### src/rtl/bcd_display_mux.sv
// bcd_display_mux: captures a 3-digit BCD value and time-multiplexes it onto a
// common-anode 7-segment display, with dead time between digit slots.
// Optional feature macro: BCD_DISP_LZB_EN (leading-zero blanking of tens/hundreds).
module bcd_display_mux #(
  parameter int unsigned REFRESH_CYCLES = 50000,
  parameter int unsigned GAP_CYCLES     = 16
) (
  input  logic       clk,
  input  logic       reset,
  input  logic       load,
  input  logic [3:0] ones,
  input  logic [3:0] tens,
  input  logic [3:0] hundreds,
  input  logic       clr,
  output logic [6:0] seg,
  output logic [2:0] an,
  output logic       disp_valid,
  output logic       bcd_err
);

  localparam int unsigned CNT_W = $clog2(REFRESH_CYCLES);
  localparam logic [CNT_W-1:0] LAST_SHOW = CNT_W'(REFRESH_CYCLES - 1);
  localparam logic [CNT_W-1:0] LAST_GAP  = CNT_W'(GAP_CYCLES - 1);

  typedef enum logic [2:0] {
    IDLE, SHOW0, GAP0, SHOW1, GAP1, SHOW2, GAP2
  } state_t;

  state_t           r_state, w_state_nxt;
  logic [CNT_W-1:0] r_cnt, w_cnt_nxt;
  logic [3:0]       r_ones, r_tens, r_hundreds;
  logic             r_valid, r_err;
  logic [6:0]       r_seg, w_seg_nxt;
  logic [2:0]       r_an, w_an_nxt;
  logic             w_slot_done;
  logic             w_gap_done;

  // Segment pattern {g,f,e,d,c,b,a}, active-low; non-decimal values show a dash.
  function automatic logic [6:0] f_seg(input logic [3:0] d);
    logic [6:0] p;
    case (d)
      4'd0:    p = 7'h40;
      4'd1:    p = 7'h79;
      4'd2:    p = 7'h24;
      4'd3:    p = 7'h30;
      4'd4:    p = 7'h19;
      4'd5:    p = 7'h12;
      4'd6:    p = 7'h02;
      4'd7:    p = 7'h78;
      4'd8:    p = 7'h00;
      4'd9:    p = 7'h10;
      default: p = 7'h3F;
    endcase
    return p;
  endfunction

  assign w_slot_done = (r_cnt == LAST_SHOW);
  assign w_gap_done  = (r_cnt == LAST_GAP);

  // State and slot-counter register.
  always_ff @(posedge clk or posedge reset) begin
    if (reset) begin
      r_state <= IDLE;
      r_cnt   <= '0;
    end else begin
      r_state <= w_state_nxt;
      r_cnt   <= w_cnt_nxt;
    end
  end

  // Next-state logic: fixed-length show/gap slots cycling ones -> tens -> hundreds.
  always_comb begin
    w_state_nxt = r_state;
    w_cnt_nxt   = r_cnt + CNT_W'(1);
    if (clr) begin
      w_state_nxt = IDLE;
      w_cnt_nxt   = '0;
    end else begin
      case (r_state)
        IDLE: begin
          w_cnt_nxt = '0;
          if (load) w_state_nxt = SHOW0;
        end
        SHOW0: if (w_slot_done) begin w_state_nxt = GAP0;  w_cnt_nxt = '0; end
        GAP0:  if (w_gap_done)  begin w_state_nxt = SHOW1; w_cnt_nxt = '0; end
        SHOW1: if (w_slot_done) begin w_state_nxt = GAP1;  w_cnt_nxt = '0; end
        GAP1:  if (w_gap_done)  begin w_state_nxt = SHOW2; w_cnt_nxt = '0; end
        SHOW2: if (w_slot_done) begin w_state_nxt = GAP2;  w_cnt_nxt = '0; end
        GAP2:  if (w_gap_done)  begin w_state_nxt = SHOW0; w_cnt_nxt = '0; end
        default: begin
          w_state_nxt = IDLE;
          w_cnt_nxt   = '0;
        end
      endcase
    end
  end

  // Digit/anode decode of the current state; idle and gap slots stay dark.
  always_comb begin
    w_an_nxt  = 3'b111;
    w_seg_nxt = 7'h7F;
    case (r_state)
      SHOW0: begin
        w_an_nxt  = 3'b110;
        w_seg_nxt = f_seg(r_ones);
      end
      SHOW1: begin
        w_an_nxt  = 3'b101;
        w_seg_nxt = f_seg(r_tens);
`ifdef BCD_DISP_LZB_EN
        if (r_hundreds == 4'd0 && r_tens == 4'd0) begin
          w_an_nxt  = 3'b111;
          w_seg_nxt = 7'h7F;
        end
`endif
      end
      SHOW2: begin
        w_an_nxt  = 3'b011;
        w_seg_nxt = f_seg(r_hundreds);
`ifdef BCD_DISP_LZB_EN
        if (r_hundreds == 4'd0) begin
          w_an_nxt  = 3'b111;
          w_seg_nxt = 7'h7F;
        end
`endif
      end
      default: ;
    endcase
  end

  // Registered display outputs; a clear blanks them on the same edge.
  always_ff @(posedge clk or posedge reset) begin
    if (reset) begin
      r_an  <= 3'b111;
      r_seg <= 7'h7F;
    end else if (clr) begin
      r_an  <= 3'b111;
      r_seg <= 7'h7F;
    end else begin
      r_an  <= w_an_nxt;
      r_seg <= w_seg_nxt;
    end
  end

  // Shadow capture of the digits plus valid/error flags; clear wins over load.
  always_ff @(posedge clk or posedge reset) begin
    if (reset) begin
      r_ones     <= 4'd0;
      r_tens     <= 4'd0;
      r_hundreds <= 4'd0;
      r_valid    <= 1'b0;
      r_err      <= 1'b0;
    end else if (clr) begin
      r_valid <= 1'b0;
      r_err   <= 1'b0;
    end else if (load) begin
      r_ones     <= ones;
      r_tens     <= tens;
      r_hundreds <= hundreds;
      r_valid    <= 1'b1;
      r_err      <= (ones > 4'd9) || (tens > 4'd9) || (hundreds > 4'd9);
    end
  end

  assign seg        = r_seg;
  assign an         = r_an;
  assign disp_valid = r_valid;
  assign bcd_err    = r_err;

endmodule

### config.mk
export PLATFORM = sky130hd
export DESIGN_NAME = bcd_display_mux
export DESIGN_NICKNAME = d
export VERILOG_FILES = /design/src/rtl/bcd_display_mux.sv
export SDC_FILE = /design/constraint.sdc
export NUM_CORES = 1
export LEC_CHECK = 0
export CAP_MARGIN = 25
export CELL_PAD_IN_SITES_DETAIL_PLACEMENT = 0
export CELL_PAD_IN_SITES_GLOBAL_PLACEMENT = 2
export CORE_AREA = 2 2 85 87
export CTS_CLUSTER_DIAMETER = 100
export CTS_CLUSTER_SIZE = 30
export DETAILED_ROUTE_END_ITERATION = 6
export DIE_AREA = 0 0 87 89
export PLACE_DENSITY = 0.9
export SYNTH_ARGS = -nofsm -noshare
export SYNTH_HDL_FRONTEND = slang
export SYNTH_SLANG_ARGS = --single-unit
### constraint.sdc
create_clock -name clk -period 3.4 [get_ports clk]
set_input_delay 0.85 -clock clk [delete_from_list [all_inputs] [get_ports clk]]
set_output_delay 0.85 -clock clk [all_outputs]
set_load 0.02 [all_outputs]
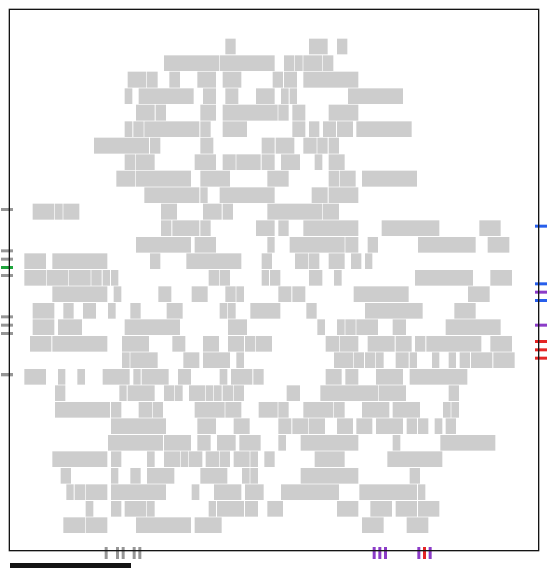
*Pin map, run 1*
Scale bar: 20 um. Pins as bars across the die edge, other pins in gray.
| color | port | pins | direction | edge |
|---|---|---|---|---|
| red | hundreds | 4 | input | 3 east, 1 south |
| green | clr | 1 | input | west |
| purple | seg | 7 | output | 5 south, 2 east |
| blue | an | 3 | output | east |
port buffer count: 27
Die Ht: 89 um
Chip Width: 87 um

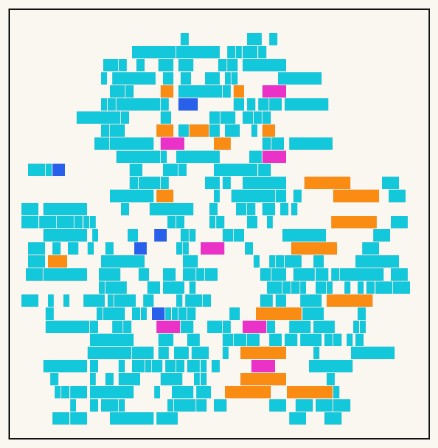
*Cells by drive strength, run 1*
| color | size | cells | share | most used |
|---|---|---|---|---|
| orange | x2 | 18 | 6.1% | dfstp_2 |
| blue | x3 and x4 | 5 | 1.7% | buf_4 |
| magenta | x6 and larger | 7 | 2.4% | clkbuf_8 |
| cyan | x1 and smaller | 266 | 90% | dfrtp_1 |
worst setup margin: 0.963 ns
Area growth syn-to-layout: 18.1%
fin area: 0.00296 mm2
bufs w/o clock: 30

==> run_results.csv, run 1 <==
group,metric,value,unit
critical_path,crit_path_top_delay_cell,"nand2b_1",
synth,syn_inst,269,
timing,rsz0062_at_grt,"no",
layout,buf_share,9.89,%
cts,cts_buffer_depth,2,
global_routing,met3_usage,2.49,%
layout,comb_cells,197,
floorplanning,row_count,30,
layout,largestClassByArea,"multi-input combinational cells",
timing,fmax,410,MHz
cts,ctsHoldBuffers,0,
synth,yosys_most_used_dff,"dfrtp_1",
synth,ys_area,0.00251,mm2
flow_run,openroad.warnings,41,
cts,ctsHtreeMaxLevel,2,
run_status,status,"finished clean",
timing,finalCritPeriodShare,71.7,%
synth,edf_count,0,
layout,insertedDiodeCount,0,
synth,synth_nets,304,
global_routing,grt_overflow,0,
critical_path,critPathKind,"input port to register",
route,viasPerCell,5.36,
floorplanning,chip_area,0.00774,mm2
power_and_ir_drop,cellPowerDensity,395,mW/mm2
global_routing,antenna_found_initial,0,
synth,async_flop_share,100,%
timing,min_period,2.44,ns
layout,drive_above_1_share,10.1,%
timing,timing.final.hold_violations,0,
layout,clk_share,3.51,%
route,drt-initial-drc-count,127,
critical_path,cp.required,3.61,ns
critical_path,cpMostUsedCell,"nand2b_1",
cts,post_cts_resized,0,
cts,post_cts_buffers,0,
synth,yosysTopAreaCell,"dfrtp_1",
route,firstDrtPassIters,4,
layout,sh_seq_area,36.8,%
synth,synthTopCellsByArea,"dfrtp_1 33%, dfstp_2 10%, ha_1 9.5%",
critical_path,end_kind,"register",
critical_path,path_max_fanout,18,
layout,lay_top_cells,"33 x dfrtp_1, 27 x clkdlybuf4s50_1, 26 x o21ai_0",
layout,nClkBuffers,7,
timing,fin_tns_setup,0,ns
timing,slew_headroom,38.9,%
synth,top_cell_area_share,33.0,%
route,wirelength,5.47,mm
power_and_ir_drop,power.leakage,1.20,nW
layout,regArea,0.00109,mm2
flow_run,maxCapViolations,0,
synth,numSynthFlops,43,
synth,ys_cells,269,
global_routing,track_usage,15.6,%
critical_path,reg2reg_slack,1.27,ns
placed_design,gp_congestion,0.780,
synth,ys_seq_share,43.4,%
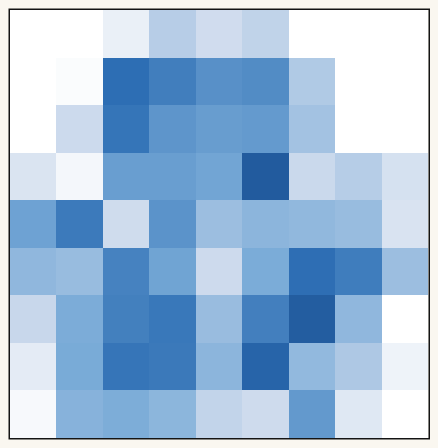
*Local utilization, run 1*
The die is cut into 9 by 9 equal tiles; white is low, dark blue is high, 0 to 100% covered.
tiles over 75% full: 3.7%
emptiest ninth of the die: north-east
mean over tiles: 37%
Final Util: 44.0%
area of the core: 0.00672 mm2
Core Density at Floorplan: 37.3%

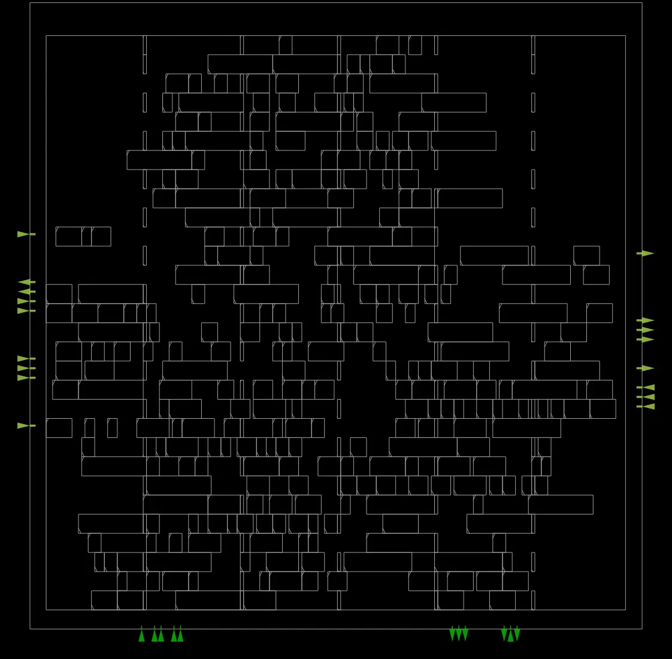
*Placed standard cells, run 1*
number of fill cells in the layout: 669
Tap Count: 80

run 1: registers in the layout, indices dropped and copies added, names as in the netlist:
name        count
r_cnt          16
seg             7
r_hundreds      4
r_ones          4
r_tens          4
an              3
r_state         3
bcd_err         1
disp_valid      1
run 1: layer usage:
metal	vias up	part of all wire [%]
met2	52	42
met1	943	51
met4	0	1.6
li1	1015	-
met5	-	0
met3	7	5.1
run 1: per-stage QoR:
stage	hold slack [ns]	total power, W	setup slack [ns]	instance area [um2]
floorplan	0.449	0.000734	1.34	2510
global placement	0.468	0.000815	0.671	2860
detailed placement	0.476	0.000817	0.619	2860
CTS	0.489	0.00119	0.950	2960
global route	0.498	0.00124	0.692	2960
finish	0.487	0.00117	0.963	2960
run 1: power breakdown:
| group | switching [W] | leakage (nW) | total [W] | internal [W] |
|---|---|---|---|---|
| clock network | 0.000177 | 0.0505 | 0.000362 | 0.000185 |
| logic | 0.000120 | 0.606 | 0.000218 | 0.0000979 |
| registers | 0.0000409 | 0.541 | 0.000588 | 0.000547 |
run 1: final timing paths:
check,startpoint,endpoint,cells past startpoint
min in group asynchronous,reset,bcd_err$_DFFE_PP0P_,3
hold / removal,r_cnt[0]$_DFF_PP0_,r_cnt[0]$_DFF_PP0_,1
setup reg to reg,r_cnt[11]$_DFF_PP0_,r_state[0]$_DFFE_PP0P_,4
max in group asynchronous,reset,seg[1]$_DFF_PP1_,3
hold reg to reg,r_cnt[0]$_DFF_PP0_,r_cnt[0]$_DFF_PP0_,1
setup / recovery,clr,r_cnt[13]$_DFF_PP0_,5
run 1: kinds of logic after synthesis:
logic type,share of synthesized area (%)
flip-flops,43.4
AND-OR/OR-AND,18.9
XOR/XNOR,3.84
buffers and inverters,4.44
multiplexers,0.849
adder cells (fa/ha/maj),9.49
AND/OR/NAND/NOR,19.0
==> run 2, diff against run 1 <==
--- a/config.mk
+++ b/config.mk
@@ -8,12 +8,12 @@
 export CAP_MARGIN = 25
 export CELL_PAD_IN_SITES_DETAIL_PLACEMENT = 0
 export CELL_PAD_IN_SITES_GLOBAL_PLACEMENT = 2
-export CORE_AREA = 2 2 85 87
+export CORE_AREA = 2 2 88 90
 export CTS_CLUSTER_DIAMETER = 100
 export CTS_CLUSTER_SIZE = 30
 export DETAILED_ROUTE_END_ITERATION = 6
-export DIE_AREA = 0 0 87 89
-export PLACE_DENSITY = 0.9
+export DIE_AREA = 0 0 90 92
+export PLACE_DENSITY = 0.85
 export SYNTH_ARGS = -nofsm -noshare
 export SYNTH_HDL_FRONTEND = slang
 export SYNTH_SLANG_ARGS = --single-unit
==> constraint.sdc (replaced) <==
create_clock -name clk -period 2.38 [get_ports clk]
set_input_delay 0.595 -clock clk [delete_from_list [all_inputs] [get_ports clk]]
set_output_delay 0.595 -clock clk [all_outputs]
set_load 0.02 [all_outputs]
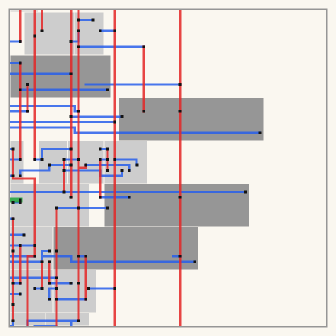
*A small window of the routed layout, run 2*
Region (58, 59) to (78, 79) um. Cells in gray, sequential cells in the stronger gray; small squares are vias.
| color | layer |
|---|---|
| green | M3 |
| red | M2 |
| blue | M1 |
cells with their middle in the window: 13
most frequent: dfrtp_1 (4), a22oi_1 (2)
sequential cells in the window: 4
netlist names of flops here include: r_cnt (4)

==> run_results.csv, run 2 <==
group,metric,value,unit
layout,drive_above_1_share,11.6,%
critical_path,crit_path_top_delay_cell,"clkdlybuf4s50_1",
timing,finalCritPeriodShare,84.3,%
layout,final_util,40.8,%
layout,largest_register,"r_cnt",
critical_path,r2r_end,"seg[4]$_DFF_PP1_",
timing,slew_headroom,57.0,%
synth,yosysTopAreaCell,"dfrtp_1",
floorplanning,chip_area,0.00828,mm2
cts,ctsHoldBuffers,0,
floorplanning,fp.dieW,90,um
synth,ys_cells,269,
flow_run,maxCapViolations,0,
synth,yosys_most_used_dff,"dfrtp_1",
cts,post_cts_buffers,0,
cts,cts_buffer_depth,2,
synth,topCombFamilyByArea,"simple AND/OR/NAND/NOR gates",
min_path,worstHoldStart,"r_cnt[0]$_DFF_PP0_",
critical_path,end_kind,"primary output",
critical_path,start_kind,"register",
global_routing,grt_overflow,0,
critical_path,cp.required,1.78,ns
synth,edf_count,0,
synth,xor_area_share,3.84,%
critical_path,crit_cells,1,
synth,synth-simple-area-share,19.0,%
floorplanning,initial_core_util,33.7,%
global_routing,antenna_found_initial,0,
run_status,status,"finished clean",
critical_path,crit_start,"an[0]$_DFF_PP1_",
layout,lay_top_count,"dfrtp_1",
critical_path,path_max_fanout,1,
layout,largest_reg_flops,16,
timing,fin_tns_setup,0,ns
synth,synthTopCellsByArea,"dfrtp_1 33%, dfstp_2 10%, ha_1 9.5%",
placed_design,gp_congestion,0.805,
synth,numSynthFlops,43,
critical_path,r2r-start,"r_ones[1]$_DFFE_PP0P_",
synth,adder_share,9.49,%
power_and_ir_drop,cellPowerDensity,575,mW/mm2
power_and_ir_drop,power.leakage,1.23,nW
global_routing,track_usage,13.9,%
critical_path,rr_worst_depth,6,
synth,ys_seq_share,43.4,%
cts,post_cts_resized,0,
critical_path,cp-endpoint,"an[0]",
route,wirelength,5.49,mm
min_path,hold_depth,1,
route,viasPerCell,4.97,
timing,timing.final.hold_violations,0,
placed_design,port_buffers,27,
timing,maxSlewViolCount,0,
critical_path,reg2reg_slack,0.56,ns
synth,ys_sh_aoi,18.9,%
min_path,min_to,"r_cnt[0]$_DFF_PP0_",
timing,fmax,498,MHz
synth,mux_area_share,0.849,%
layout,lay_top_cells,"33 x dfrtp_1, 27 x clkdlybuf4s50_1, 26 x o21ai_0",
floorplanning,chipHeight,92,um
timing,rsz0062_at_grt,"no",
synth,ys_area,0.00251,mm2
flow_run,openroad.warnings,41,
synth,ys_top_cells_by_count,"33 x dfrtp_1, 26 x o21ai_0, 24 x nand2_1, 21 x a21oi_1, 19 x ha_1",
route,drt-initial-drc-count,78,
cts,clock_sinks,43,
cts,ctsHtreeMaxLevel,2,
synth,async_flop_share,100,%
layout,insertedDiodeCount,0,
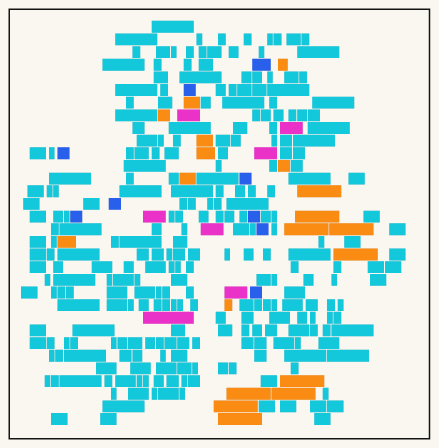
*Cells by drive strength, run 2*
bufs w/o clock: 35
Area growth syn-to-layout: 21.2%
worst setup margin: 0.373 ns
fin area: 0.00304 mm2

run 2: cell types whose count changed in the layout (fill, tap and decap cells not counted), sizes merged:
cell,previous run,this run
buf,3,8
clkinv,0,1
clkbuf,7,6
clkinvlp,1,0
bufinv,0,1
run 2: cells by family (layout without fill, tap and decap cells):
kind of cell               after synthesis  count (layout)
and+or+nand+nor                         88              88
AOI/OAI and AO/OA                       77              77
DFF                                     43              43
buffers and inverters                   29              61
adders and majority gates               19              19
xor gates and xnor gates                11              11
muxes                                    2               2
run 2: layout make-up:
type / instances / area, um2
Inverter: 18 / 67.6
Clock inverter: 2 / 35.0
Timing Repair Buffer: 35 / 330
Clock buffer: 6 / 82.6
Tap cell: 102 / 128
Fill cell: 777 / 4410
Multi-Input combinational cell: 197 / 1310
Sequential cell: 43 / 1090
run 2: report_power, final:
group | internal [W] | switching (W) | leakage [nW] | total (W)
Clock | 0.000340 | 0.000250 | 0.0612 | 0.000590
Combinational | 0.000145 | 0.000176 | 0.629 | 0.000320
Sequential | 0.000781 | 0.0000563 | 0.541 | 0.000838
Total | 0.00127 | 0.000482 | 1.23 | 0.00175
run 2: routing by layer:
metal	up-vias	track usage (%)	part of all wire, %	routed length, um
met2	29	21.0	42	2290
met1	944	20.1	54	2960
met4	0	4.23	1.1	61
li1	1023	-	-	-
met3	6	2.55	3.3	181
met5	-	0	0	0
run 2: per-stage QoR:
step / std cells / power, W / area, um2 / hold WS [ns] / setup slack [ns]
floorplan: 269 / 0.00105 / 2510 / 0.449 / 0.573
global placement: 395 / 0.00117 / 2920 / 0.479 / 0.341
detailed placement: 395 / 0.00117 / 2920 / 0.481 / 0.273
CTS: 403 / 0.00178 / 3040 / 0.493 / 0.355
global route: 403 / 0.00185 / 3040 / 0.514 / 0.332
finish: 403 / 0.00175 / 3040 / 0.483 / 0.373
==> run 3, diff against run 2 <==
--- a/config.mk
+++ b/config.mk
@@ -8,12 +8,12 @@
 export CAP_MARGIN = 25
 export CELL_PAD_IN_SITES_DETAIL_PLACEMENT = 0
 export CELL_PAD_IN_SITES_GLOBAL_PLACEMENT = 2
-export CORE_AREA = 2 2 88 90
+export CORE_AREA = 2 2 92 94
 export CTS_CLUSTER_DIAMETER = 100
 export CTS_CLUSTER_SIZE = 30
 export DETAILED_ROUTE_END_ITERATION = 6
-export DIE_AREA = 0 0 90 92
-export PLACE_DENSITY = 0.85
+export DIE_AREA = 0 0 94 96
+export PLACE_DENSITY = 0.82
 export SYNTH_ARGS = -nofsm -noshare
 export SYNTH_HDL_FRONTEND = slang
 export SYNTH_SLANG_ARGS = --single-unit
==> constraint.sdc (replaced) <==
create_clock -name clk -period 1.8 [get_ports clk]
set_input_delay 0.45 -clock clk [delete_from_list [all_inputs] [get_ports clk]]
set_output_delay 0.45 -clock clk [all_outputs]
set_load 0.02 [all_outputs]
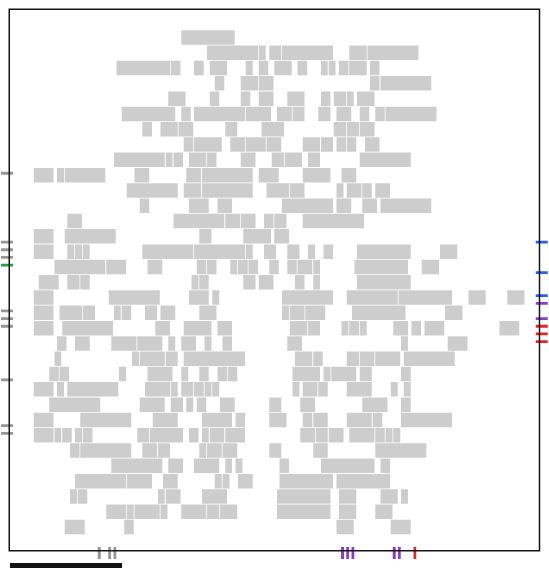
*Pin map, run 3*
Scale bar: 20 um. Pins as bars across the die edge, other pins in gray.
Die Ht: 96 um
Chip Width: 94 um

==> run_results.csv, run 3 <==
group,metric,value,unit
run_status,status,"finished clean",
layout,insertedDiodeCount,0,
power_and_ir_drop,p_sw_share,26.8,%
global_routing,grt_overflow,0,
synth,edf_count,0,
synth,synthTopCellsByArea,"dfrtp_1 33%, dfstp_2 10%, ha_1 9.5%",
power_and_ir_drop,powerClk,0.000897,W
power_and_ir_drop,cellPowerDensity,762,mW/mm2
critical_path,r2r_end,"r_cnt[15]$_DFF_PP0_",
critical_path,cp.required,1.35,ns
layout,lay_top_count,"dfrtp_1",
power_and_ir_drop,seqPwrFrac,44.9,%
timing,finalCritPeriodShare,95.9,%
power_and_ir_drop,largestPowerGroup,"sequential cells",
synth,yosys_most_used_dff,"dfrtp_1",
critical_path,crit_start,"disp_valid$_DFFE_PP0P_",
power_and_ir_drop,power,0.00247,W
global_routing,track_usage,14.0,%
route,wirelength,5.80,mm
timing,slew_headroom,75.4,%
synth,ys_seq_share,43.4,%
power_and_ir_drop,p_switching,0.000663,W
cts,ctsHtreeMaxLevel,2,
power_and_ir_drop,p_seq,0.00111,W
synth,ys_top_cells_by_count,"33 x dfrtp_1, 26 x o21ai_0, 24 x nand2_1, 21 x a21oi_1, 19 x ha_1",
critical_path,reg2reg_slack,0.11,ns
route,viasPerCell,4.90,
layout,largest_reg_flops,16,
layout,fin_area,0.00324,mm2
layout,largest_register,"r_cnt",
placed_design,port_buffers,27,
synth,ys_cells,269,
floorplanning,chip_area,0.00902,mm2
synth,synth.distinct_cells,49,
global_routing,antenna_found_initial,0,
layout,lay_top_cells,"30 x dfrtp_1, 27 x buf_4, 26 x o21ai_0",
power_and_ir_drop,pg_comb,0.000466,W
floorplanning,initial_core_util,31.1,%
flow_run,openroad.warnings,41,
critical_path,crit_path_top_delay_cell,"clkdlybuf4s50_1",
critical_path,end_kind,"primary output",
placed_design,gp_congestion,0.828,
power_and_ir_drop,pwr-share-clk,36.3,%
timing,timing.final.hold_violations,0,
timing,rsz0062_at_grt,"no",
power_and_ir_drop,power.leakage,1.32,nW
synth,async_flop_share,100,%
cts,cts_buffer_depth,2,
cts,clock_sinks,43,
power_and_ir_drop,comb_power_share,18.8,%
cts,clkTransAtPathRegs,0.08,ns
timing,maxSlewViolCount,0,
layout,drive_above_1_share,19.0,%
power_and_ir_drop,p_int,0.00181,W
route,drt-initial-drc-count,62,
placed_design,dp.cells,417,
synth,yosysTopAreaCell,"dfrtp_1",
placed_design,dpl_cell_area,0.00308,mm2
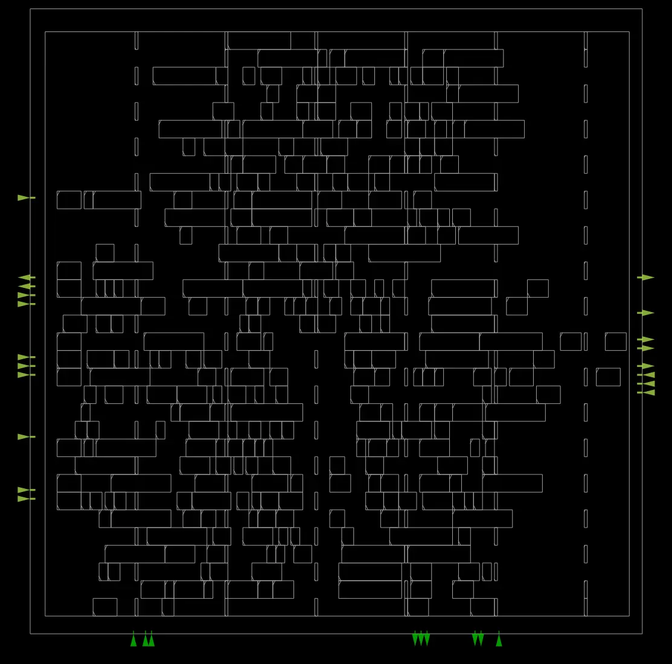
*Placed standard cells, run 3*
Finished Layout Cells: 426
Core Rows: 33

==> run 3: worst max-delay path by stage <==
stage          slack, ns             endpoint  cells after the start
6_report            0.07           disp_valid                      1
5_1_grt             0.01  r_cnt[14]$_DFF_PP0_                      5
4_1_cts             0.02  r_cnt[15]$_DFF_PP0_                      6
3_5_place_dp       -0.07  r_cnt[13]$_DFF_PP0_                      6
3_3_place_gp       -0.04  r_cnt[13]$_DFF_PP0_                      6
2_1_floorplan       0.14  r_cnt[10]$_DFF_PP0_                      7
==> run 3: area by class of cell <==
type	count	area (um2)
clock inverter	2	60.1
fill	822	4810
tap	105	131
inverter	18	67.6
timing repair buffer	55	480
clock buffer	6	72.6
multi-input combinational	197	1340
sequential	43	1090
==> run 3: through the flow <==
step / setup WS [ns] / hold WS, ns / TNS, ns / util (%)
final: 0.0730 / 0.494 / 0 / 40.3
after global routing: 0.0126 / 0.520 / 0 / 40.3
after CTS: 0.0247 / 0.488 / 0 / 39.7
after detailed placement: -0.0713 / 0.475 / -0.429 / 38.2
after global placement: -0.0352 / 0.468 / -0.121 / 38.2
after floorplan: 0.138 / 0.449 / 0 / -
==> run 3: cell families after synthesis <==
logic type,count (synthesis),synth area share [%]
DFF,43,43.4
xor gates and xnor gates,11,3.84
buffers and inverters,29,4.44
AOI/OAI and AO/OA,77,18.9
and+or+nand+nor,88,19.0
adders and majority gates,19,9.49
muxes,2,0.849
==> run 3: layer usage <==
metal	global-route usage, %	vias to the layer above	wire (um)	share of wire (%)
met5	0	-	0	0
met4	5.07	0	93	1.6
met3	2.82	6	270	4.7
met2	20.8	32	2510	43
met1	20.2	991	2920	50
li1	-	1057	-	-
==> run 3: timing repair <==
item,in CTS,in global routing
endpoints found under the setup margin,10,16
resized,10,10
gates cloned,0,0
buffers inserted,0,1
hold buffers,0,0
No activity file was given, so power comes from the tool's default toggle rates.
